===== src/rtl/riscv_run_ctrl.sv =====
// riscv_run_ctrl: run/step controller that generates the core reset and clock enable.
// Optional auto-halt at MAX_CYCLES retired cycles: define RUN_CTRL_LIMIT_EN.
module riscv_run_ctrl #(
    parameter int RST_HOLD   = 4,
    parameter int CNT_W      = 32,
    parameter int STEP_W     = 8,
    parameter int MAX_CYCLES = 1000
) (
    input  logic              clock,
    input  logic              rst,
    input  logic              soft_rst_req,
    input  logic              run_req,
    input  logic              halt_req,
    input  logic              step_req,
    input  logic [STEP_W-1:0] step_n,
    output logic              core_rst,
    output logic              core_ce,
    output logic [CNT_W-1:0]  cycle_count,
    output logic              step_done,
    output logic              halted,
    output logic              busy
);

    typedef enum logic [2:0] {
        S_RESET_HOLD,
        S_IDLE,
        S_RUN,
        S_STEP,
        S_HALTED
    } state_t;

    localparam logic [7:0]       HOLD_INIT = 8'(RST_HOLD - 1);
    localparam logic [CNT_W-1:0] CNT_SAT   = {CNT_W{1'b1}};
`ifdef RUN_CTRL_LIMIT_EN
    localparam logic [CNT_W-1:0] CNT_LIMIT = CNT_W'(MAX_CYCLES);
`endif

    state_t            r_state, w_nextState;
    logic [7:0]        r_holdCnt, w_nextHold;
    logic [STEP_W-1:0] r_stepCnt, w_nextStep;
    logic [CNT_W-1:0]  r_cycleCount, w_countInc, w_nextCount;
    logic              r_coreRst, r_coreCe, r_stepDone, r_busy;
    logic              w_nextStepDone;
`ifdef RUN_CTRL_LIMIT_EN
    logic              r_halted, w_nextHalted;
`endif

    always_comb begin
        w_countInc = r_cycleCount;
        if (r_coreCe && (r_cycleCount != CNT_SAT))
            w_countInc = r_cycleCount + CNT_W'(1);

        w_nextState    = r_state;
        w_nextHold     = r_holdCnt;
        w_nextStep     = r_stepCnt;
        w_nextCount    = w_countInc;
        w_nextStepDone = 1'b0;
`ifdef RUN_CTRL_LIMIT_EN
        w_nextHalted   = r_halted;
`endif

        case (r_state)
            S_RESET_HOLD: begin
                if (r_holdCnt == 8'd0)
                    w_nextState = S_IDLE;
                else
                    w_nextHold = r_holdCnt - 8'd1;
            end
            S_IDLE: begin
                if (run_req) begin
                    w_nextState = S_RUN;
                end else if (step_req) begin
                    w_nextState = S_STEP;
                    w_nextStep  = (step_n == '0) ? STEP_W'(1) : step_n;
                end
            end
            S_RUN: begin
                if (halt_req)
                    w_nextState = S_IDLE;
            end
            S_STEP: begin
                if (halt_req) begin
                    w_nextState = S_IDLE;
                end else if (r_stepCnt == STEP_W'(1)) begin
                    w_nextState    = S_IDLE;
                    w_nextStepDone = 1'b1;
                end else begin
                    w_nextStep = r_stepCnt - STEP_W'(1);
                end
            end
            S_HALTED: begin
                w_nextState = S_HALTED;
            end
            default: begin
                w_nextState = S_RESET_HOLD;
                w_nextHold  = HOLD_INIT;
            end
        endcase

`ifdef RUN_CTRL_LIMIT_EN
        // The limit takes precedence over halt and step completion in the same cycle
        if (r_coreCe && (r_cycleCount != CNT_LIMIT) && (w_countInc == CNT_LIMIT)) begin
            w_nextState    = S_HALTED;
            w_nextHalted   = 1'b1;
            w_nextStepDone = 1'b0;
        end
`endif

        if (soft_rst_req) begin
            w_nextState    = S_RESET_HOLD;
            w_nextHold     = HOLD_INIT;
            w_nextCount    = '0;
            w_nextStepDone = 1'b0;
`ifdef RUN_CTRL_LIMIT_EN
            w_nextHalted   = 1'b0;
`endif
        end
    end

    always_ff @(posedge clock) begin
        if (rst) begin
            r_state      <= S_RESET_HOLD;
            r_holdCnt    <= HOLD_INIT;
            r_stepCnt    <= '0;
            r_cycleCount <= '0;
            r_coreRst    <= 1'b1;
            r_coreCe     <= 1'b0;
            r_stepDone   <= 1'b0;
            r_busy       <= 1'b1;
`ifdef RUN_CTRL_LIMIT_EN
            r_halted     <= 1'b0;
`endif
        end else begin
            r_state      <= w_nextState;
            r_holdCnt    <= w_nextHold;
            r_stepCnt    <= w_nextStep;
            r_cycleCount <= w_nextCount;
            r_stepDone   <= w_nextStepDone;
            r_coreRst    <= (w_nextState == S_RESET_HOLD);
            r_coreCe     <= (w_nextState == S_RUN) || (w_nextState == S_STEP);
            r_busy       <= (w_nextState == S_RESET_HOLD) || (w_nextState == S_RUN) ||
                            (w_nextState == S_STEP);
`ifdef RUN_CTRL_LIMIT_EN
            r_halted     <= w_nextHalted;
`endif
        end
    end

    assign core_rst    = r_coreRst;
    assign core_ce     = r_coreCe;
    assign cycle_count = r_cycleCount;
    assign step_done   = r_stepDone;
    assign busy        = r_busy;
`ifdef RUN_CTRL_LIMIT_EN
    assign halted      = r_halted;
`else
    assign halted      = 1'b0;
`endif

endmodule


===== config.mk =====
export PLATFORM = sky130hd
export DESIGN_NAME = riscv_run_ctrl
export DESIGN_NICKNAME = d
export VERILOG_FILES = /design/src/rtl/riscv_run_ctrl.sv
export SDC_FILE = /design/constraint.sdc
export NUM_CORES = 1
export LEC_CHECK = 0
export CORE_MARGIN = 2
export CORE_UTILIZATION = 25
export CTS_CLUSTER_DIAMETER = 50
export DETAILED_ROUTE_END_ITERATION = 8
export GPL_TIMING_DRIVEN = 0
export HOLD_SLACK_MARGIN = 0.15
export PLACE_DENSITY = 0.43
export SLEW_MARGIN = 25
export SYNTH_ARGS = -nofsm -noshare
export SYNTH_HDL_FRONTEND = slang
export SYNTH_SLANG_ARGS = --single-unit
export TNS_END_PERCENT = 1

===== constraint.sdc =====
create_clock -name clock -period 3 [get_ports clock]
set_clock_uncertainty 0.2 [all_clocks]
set_input_delay 0.6 -clock clock [delete_from_list [all_inputs] [get_ports clock]]
set_output_delay 0.6 -clock clock [all_outputs]
set_load 0.03 [all_outputs]

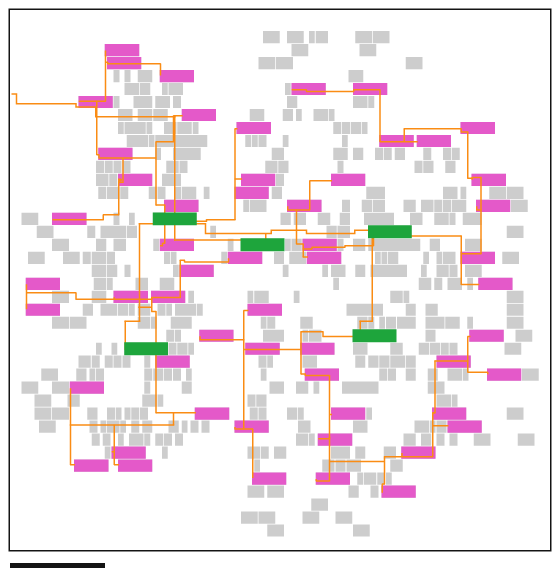
(clock distribution)
Scale bar: 20 um.
green -> clock-net drivers  # count 5
orange -> clock wires  # length 863 um
magenta -> flip-flops  # count 55
routed clock nets = 6

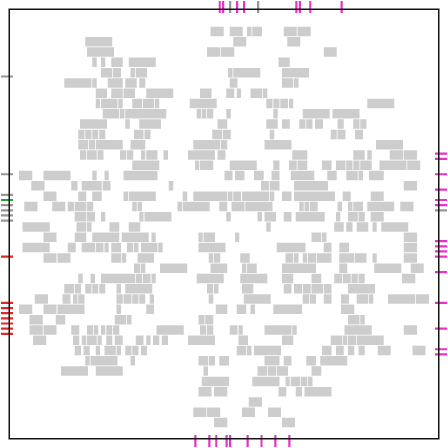
(ports around the boundary)
Pins as bars across the die edge, other pins in grey.
green -> `busy`  # pins 1, direction output, edge left
magenta -> `cycle_count`  # pins 32, direction output, edge 15 right, 9 bottom, 8 top
red -> `step_n`  # pins 8, direction input, edge left
all pins by edge = 16 left, 16 right, 10 top, 9 bottom

==> Table 3: Implementation characteristics <==
Implementation parameters

Parameter                              Value

Global route
  Total track usage    0.1296
  GR Overflow Total    0
  Number of antenna violations at the first check in global routing    0

Outcome
  Run status    finished with violations
  Violations in the final reports    DRC

Min path
  Worst min path class    reg2reg

Placement
  Placed Cells incl. Taps    549
  # port buffers    49
  Half-perimeter wire length after detailed placement    6115 um

Setup path
  Cell breakdown of the critical path    ha_1 -> and4_1 -> nand4_1 -> o31ai_4 -> buf_4 -> nor4_1 -> o21a_1
  Critical path buffers and inverters    1
  Max FO, Critical Path    10
  Sort of element at the end of the critical path    flip-flop

Synth
  Mean instance size in the synthesized netlist    8.338 um2
  Largest cells by area after synthesis    dfxtp_1 (37%), xnor2_1 (5.0%), nand2_1 (4.4%)
  Proportion of synthesized area in mux cells    0.006726
  Complex Gates by Area    0.1967

Flow run
  Number of logged tool warnings    28

Final timing
  Max-slew violation total from the final report    0

Power and ir drop
  Switching Fraction    0.2104

CTS
  Clock transition at the register clock pins on the worst setup and hold paths after CTS    80 ps
  Setup bufs post-CTS    0
  H-tree Lvls    2

Detailed routing
  Number of design rule violations left after detail routing    5
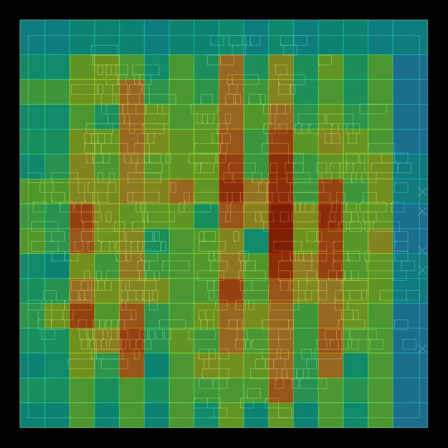
(routing congestion map)
global routing met3 resource utilization: 0.02464
met2 track demand over resource: 0.2152
GRT met1 Usage: 0.1744

-- power by group through the flow --
stage / Clock [mW] / Sequential (mW) / Combinational, mW
after floorplan: 0 / 0.751 / 0.0298
after global placement: 0 / 0.751 / 0.0623
after detailed placement: 0 / 0.751 / 0.0622
after CTS: 0.792 / 0.734 / 0.0624
after global routing: 0.820 / 0.734 / 0.0676
final: 0.773 / 0.734 / 0.0611
-- metal layers --
metal | global-route usage | vias to the layer above | part of all wire
met4 | 0.03089 | 0 | 0.012
met5 | 0 | - | 0
met3 | 0.02464 | 8 | 0.044
li1 | - | 1451 | -
met1 | 0.1744 | 1336 | 0.48
met2 | 0.2152 | 65 | 0.47
-- final cells by class --
type	instances	area, um2	share of cell area
Multi-Input combinational cell	277	1767	0.4584
Sequential cell	55	1101	0.2857
Timing Repair Buffer	51	505.5	0.1312
Tap cell	143	178.9	0.04643
Clock buffer	5	125.1	0.03247
Buffer	16	75.07	0.01948
Clock inverter	3	67.56	0.01753
Inverter	9	33.78	0.008766
-- synth_stat cells, drive strengths merged (2+ instances only) --
master	count
dfxtp	55
nand2	36
nor2	32
a21oi	26
o21ai	20
xnor2	17
nand4	14
clkbuf	13
nor4	12
or3	12
nand3	11
nor3	11
or4	11
inv	9
and4	8
o211ai	7
a211oi	5
and3	5
ha	5
o31ai	5
a31oi	4
and2	4
a2111oi	3
buf	3
nand2b	3
a21o	2
a22oi	2
a31o	2
mux2i	2
o21a	2
o31a	2
o41ai	2
-- stage by stage --
step	instance area [um2]	setup WS (ps)	util
final	3854	168.3	0.3346
after global routing	3854	23.03	0.3346
after CTS	3839	26.09	0.3333
after detailed placement	3646	39.48	0.3166
after global placement	3646	45.93	0.3166
after floorplan	2977	435.7	-
-- cells in the final DEF, fill, tap and decap left out, types with 3 or more instances in the layout --
master / Yosys / layout
nand4_1: 13 / 13
or3_1: 11 / 11
clkdlybuf4s50_1: 0 / 49
nand3_1: 10 / 10
clkbuf_1: 13 / 13
nand2_1: 35 / 35
or4_1: 9 / 9
ha_1: 5 / 5
nand2b_1: 3 / 3
a31oi_1: 4 / 4
and4_1: 5 / 5
inv_1: 9 / 9
dfxtp_1: 55 / 55
buf_4: 2 / 4
a2111oi_0: 3 / 3
o21ai_0: 18 / 18
o31ai_1: 4 / 4
xnor2_1: 17 / 17
a211oi_1: 5 / 5
nor3_1: 11 / 11
nor4_1: 11 / 11
and2_1: 3 / 3
a21oi_1: 25 / 25
and3_2: 3 / 3
o211ai_1: 7 / 7
clkbuf_16: 0 / 5
nor2_1: 32 / 32
-- state kept, by name, summed over array words and instances, names as in the netlist --
name and count:
busy 1, core_ce 1, core_rst 1, cycle_count 32, r_holdCnt 8, r_state 3, r_stepCnt 8, step_done 1
-- worst min-delay path: stages (launching register included) --
cell and delay (ps):
dfxtp_1 320, o21ai_0 70, a21oi_1 60
Power figures rest on the tool's default switching activity, not on a simulated workload.
